Fig. 1: run 1, placement by cell class
Bar = 20 µm.
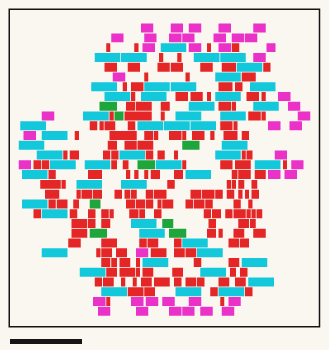
Fig. 2: run 1, cell sizes after repair
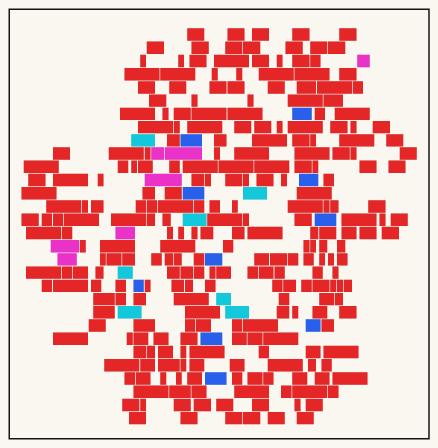
Fig. 3: run 1, track usage over the die
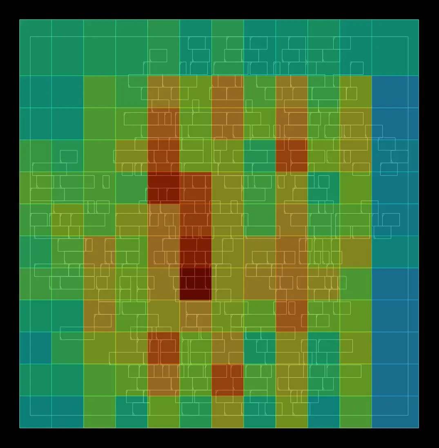
Fig. 4: run 1, signal metal coverage by tile
Bar = 20 µm. The die is cut into 17 by 18 equal tiles; dark purple is low, yellow is high, scaled to the fullest tile. Values are wire area over tile area, all layers added.
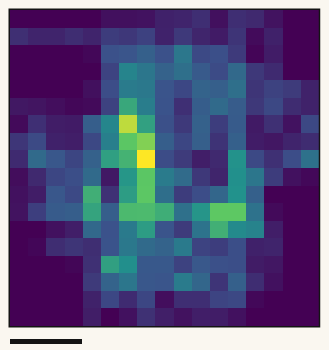
Design seg_scan_reader, sky130hd; sources not shown.
==> flow_summary.yaml, run 1 <==
# yosys + openroad results
timing:
  period_needed_ps: 4570
  finalSetupTns_ps: 0
  fin_worst_skew_ps: 11.3
status:
  run_status: "completed"
setup_path:
  critPathTopFamily: "simple AND/OR/NAND/NOR gates"
  path_max_fanout: 12
  crit_required_ps: 6920
  crit_type: "in2reg"
  worst-path-buf-inv: 2
  arrival_ps: 4790
floorplan:
  chip_area_um2: 7570
  io_pins: 44
run:
  log.warning_count: 27
  cap_viol_max_count: 0
clocking:
  cts.clk_slew.worst_paths_ps: 110
  cts_tree: "done"
  htree_levels: 2
  clock_path_buffers: 2
  clock-sinks: 52
  clock_latency_ps: 320
yosys:
  syn_area_um2: 2470
  ys_cells: 257
  area_leaders: "dfxtp_1 42%, mux2i_1 6.9%, xor2_1 5.0%"
  ys_async_sr_fraction_pct: 0
placement:
  gp_congestion: 0.862
finish:
  diodes: 0
  fin_nets: 308
drt:
  viasPerCell: 5.20
global_routing:
  grt_pass1_wl_um: 8890
  antenna_found_initial: 0
Notes on Fig. 1 above:
red -> remaining logic cells  # cells 187
green -> clock drivers and dummy loads  # cells 8
cyan -> registers  # cells 52
magenta -> remaining buffers and delay cells  # cells 43
Finished Core Util: 45.1%
Seq/total area: 34.8%
core footprint: 6640 µm²
Row Count: 30

Notes on Fig. 2 above:
blue -> x2  # cells 10
cyan -> x6 and larger  # cells 7, most used clkbuf_8
magenta -> x3 and x4  # cells 7, most used nand4_4
red -> x1 and smaller  # cells 266, most used dfxtp_1
area grow syn2layout: 21.3%
non-clock buffer count: 43
Finished Cell Area: 3000 µm²
final worst slack: 2130 ps

Notes on Fig. 3 above:
grt peak-use layer: met2
M2 GR Usage: 24.0%
met1 Track Usage GR: 19.5%
total track usage: 15.3%

Notes on Fig. 4 above:
tiles over half the peak = 8.2%
mean over tiles = 0.11
nearly empty tiles = 23%
emptiest ninth of the die = north-west
DR vias: 1924
final WL: 5320 µm
drt wl/cell: 14.4 µm

[run 1: where the power goes]
| part | total, µW | leakage (µW) | switching [µW] | internal, µW |
|---|---|---|---|---|
| clock | 190 | 0.0000452 | 114 | 76.4 |
| sequential | 322 | 0.000423 | 9.13 | 313 |
| combinational | 51.7 | 0.000767 | 29.5 | 22.2 |
| total | 564 | 0.00123 | 153 | 412 |
[run 1: layout by cell type, fill, tap and decap left out, types with 2 or more instances in the layout]
master | Yosys | routed
a211oi_1 | 6 | 6
a21boi_0 | 5 | 5
a21oi_1 | 6 | 6
a31oi_1 | 6 | 6
a41oi_1 | 2 | 2
and2_1 | 5 | 5
and3_1 | 2 | 2
clkbuf_8 | 0 | 5
clkdlybuf4s50_1 | 0 | 42
dfxtp_1 | 52 | 52
ha_1 | 5 | 5
inv_1 | 10 | 10
inv_6 | 0 | 2
mux2_1 | 2 | 2
mux2_2 | 2 | 2
mux2i_1 | 17 | 17
nand2_1 | 5 | 5
nand2b_1 | 2 | 2
nand4_1 | 6 | 6
nand4_2 | 2 | 2
nand4_4 | 2 | 2
nor2_1 | 32 | 32
nor2b_1 | 13 | 13
nor3_1 | 6 | 6
nor4_1 | 4 | 4
nor4_2 | 2 | 2
o22ai_1 | 2 | 2
o31ai_1 | 2 | 2
or4_1 | 2 | 2
xnor2_1 | 3 | 3
xor2_1 | 14 | 14
[run 1: cell type report]
type	count	area [µm²]
Inverter	10	37.5
Timing Repair Buffer	43	428
Clock inverter	3	25.0
Fill cell	651	3650
Tap cell	80	100
Multi-Input combinational cell	177	1290
Sequential cell	52	1040
Clock buffer	5	68.8
[run 1: stage by stage]
| stage | hold WS (ps) | instances | worst slack (ps) | area, µm² | util [%] |
|---|---|---|---|---|---|
| after floorplan | 431 | 239 | 2750 | 2370 | - |
| after global placement | 450 | 362 | 1870 | 2900 | 43.7 |
| after detailed placement | 448 | 362 | 1780 | 2900 | 43.7 |
| final | 472 | 370 | 2130 | 3000 | 45.1 |
| after CTS | 473 | 370 | 2140 | 3000 | 45.1 |
| after global routing | 502 | 370 | 1890 | 3000 | 45.1 |
[run 1: logic make-up (layout without fill, tap and decap cells)]
kind of cell,after synthesis,in the layout,share of synthesized area [%]
other cells,1,1,0.152
buf+inv,28,61,5.37
compound gates,37,37,10.9
xor+xnor,17,17,6.03
flops,52,52,42.2
fa+ha+maj,5,5,2.53
simple gates,96,96,24.1
mux,21,21,8.72
[run 1: per-layer routing]
metal	vias to the layer above	share of wire, %	routed length, µm
li1	976	-	-
met1	896	45	2390
met2	44	49	2600
met3	8	4.6	244
met4	0	1.6	84
met5	-	0	0
Fig. 5: run 1, I/O nets highlighted
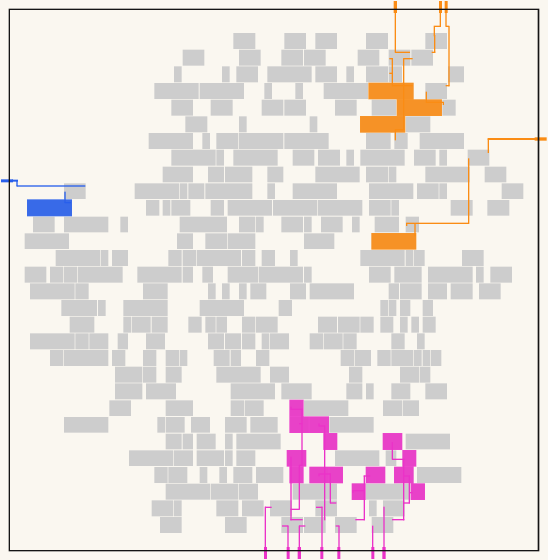

==> inputs of run 2 (changes only) <==
- PLACE_DENSITY: 0.63 -> 0.65
- clock period: 6.7 -> 4.2 ns (I/O delays scaled with it)
Fig. 6: run 2, I/O nets highlighted
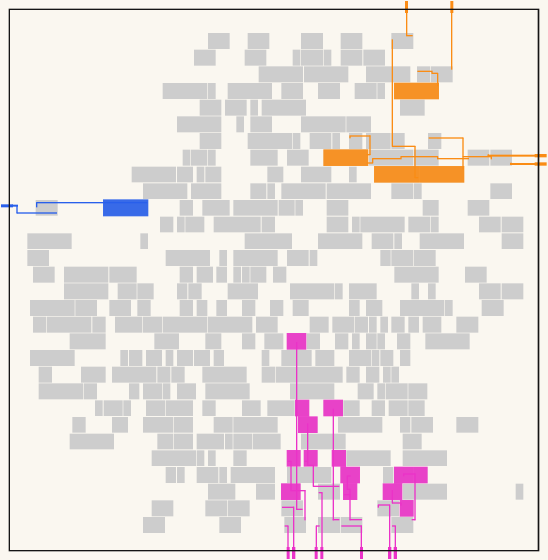
magenta -> `seg`  # bits 7, direction input, edge south, end cells 14, buffers 7, wire 146 µm
blue -> `frame_stb`  # bits 1, direction output, edge west, end cells 1, buffers 1, wire 26.9 µm
orange -> `digit_valid`  # bits 4, direction output, edge 2 north, 2 east, end cells 4, buffers 4, wire 98.9 µm
Port Buffers: 42
io pins: 44

==> flow_summary.yaml, run 2 <==
# yosys + openroad results
finish:
  final.fill_count: 654
  syn_to_final_growth_pct: 23.1
  fin_cells: 373
  regArea_um2: 1040
  final_cell_mix: "52 x dfxtp_1, 42 x clkdlybuf4s50_1, 32 x nor2_1"
  layout_top_cell: "dfxtp_1"
  fin_nets: 311
yosys:
  syn_area_um2: 2470
  ys_cells: 257
  yosysTopAreaCellShare_pct: 42.2
  ys_async_sr_fraction_pct: 0
  area_leaders: "dfxtp_1 42%, mux2i_1 6.9%, xor2_1 5.0%"
placement:
  dpl.cell_count: 365
  place_ws_ps: 347
  gp_congestion: 0.873
power_and_ir_drop:
  clkPwrFrac_pct: 37.6
  power_frac_comb_pct: 8.9
  swShare_pct: 25.3
  switchingPower_uw: 243
  p_int_uw: 716
clocking:
  clock_latency_ps: 320
  htree_levels: 2
  cts_root_buffer: "clkbuf_8"
  cts_tree: "done"
  clock_path_buffers: 2
  clock-sinks: 52
drt:
  viasPerCell: 5.15
  routed_wl_um: 5380
  num_vias: 1922
  ant_nets: 0
run:
  log.warning_count: 27
  cap_viol_max_count: 0
timing:
  hold_slack_ps: 469
  fin_worst_skew_ps: 11.2
  rsz0062_at_grt: "false"
  period_needed_ps: 3470
  finalSetupTns_ps: 0
setup_path:
  crit_type: "in2reg"
  crit_required_ps: 4440
  arrival_ps: 3710
  r2r_slack_ps: 1650
global_routing:
  first_global_vias: 1748
  grt_pass1_wl_um: 8780
  antenna_found_initial: 0
floorplan:
  fp-row-count: 30
  chip_area_um2: 7570
  core-area_um2: 6640
status:
  run_status: "completed"
Fig. 7: run 2, track usage over the die
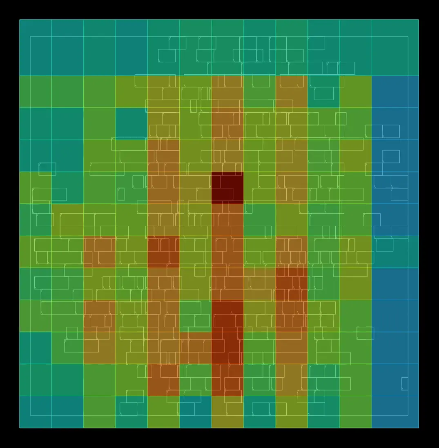
M3 GR Usage: 3.30%
total track usage: 15.3%
M2 GR Usage: 23.3%
drt wl/cell: 14.4 µm

run 2: power groups by stage:
| stage | logic, µW | registers (µW) | clock network, µW |
|---|---|---|---|
| 2_1_floorplan | 50.6 | 521 | 0 |
| 3_3_place_gp | 83.3 | 524 | 0 |
| 3_5_place_dp | 84.7 | 525 | 0 |
| 4_1_cts | 85.4 | 513 | 364 |
| 5_1_grt | 93.8 | 515 | 386 |
| 6_report | 85.2 | 513 | 361 |
run 2: cell families after synthesis:
family	synth area share, %
DFF	42.2
buffers and inverters	5.37
muxes	8.72
other	0.152
AOI/OAI and AO/OA	10.9
xor gates and xnor gates	6.03
and+or+nand+nor	24.1
adders and majority gates	2.53
run 2: critical path: cells and delay by family:
kind | cells | cell delay (ps)
compound gates | 3 | 640
xor+xnor | 1 | 160
fa+ha+maj | 2 | 640
buf+inv | 2 | 590
simple gates | 2 | 830
run 2: per-layer routing:
layer  track usage, %  vias up  wire [µm]
li1                 -      985          -
met2             23.3       42       2460
met3             3.30        5        225
met4             4.33        0         51
met5                -        -          0
met1             20.6      890       2630
run 2: layout make-up:
| cell class | count | area share (%) |
|---|---|---|
| Multi-Input combinational cell | 177 | 42.6 |
| Sequential cell | 52 | 34.3 |
| Timing Repair Buffer | 46 | 14.8 |
| Tap cell | 80 | 3.29 |
| Clock buffer | 5 | 2.26 |
| Clock inverter | 3 | 1.52 |
| Inverter | 10 | 1.24 |
run 2: through the flow:
stage / utilization, % / area (µm²)
final: 45.7 / 3040
after global routing: 45.7 / 3040
after CTS: 45.7 / 3040
after detailed placement: 44.0 / 2920
after global placement: 44.0 / 2920
after floorplan: - / 2370
Power figures rest on the tool's default switching activity, not on a simulated workload.
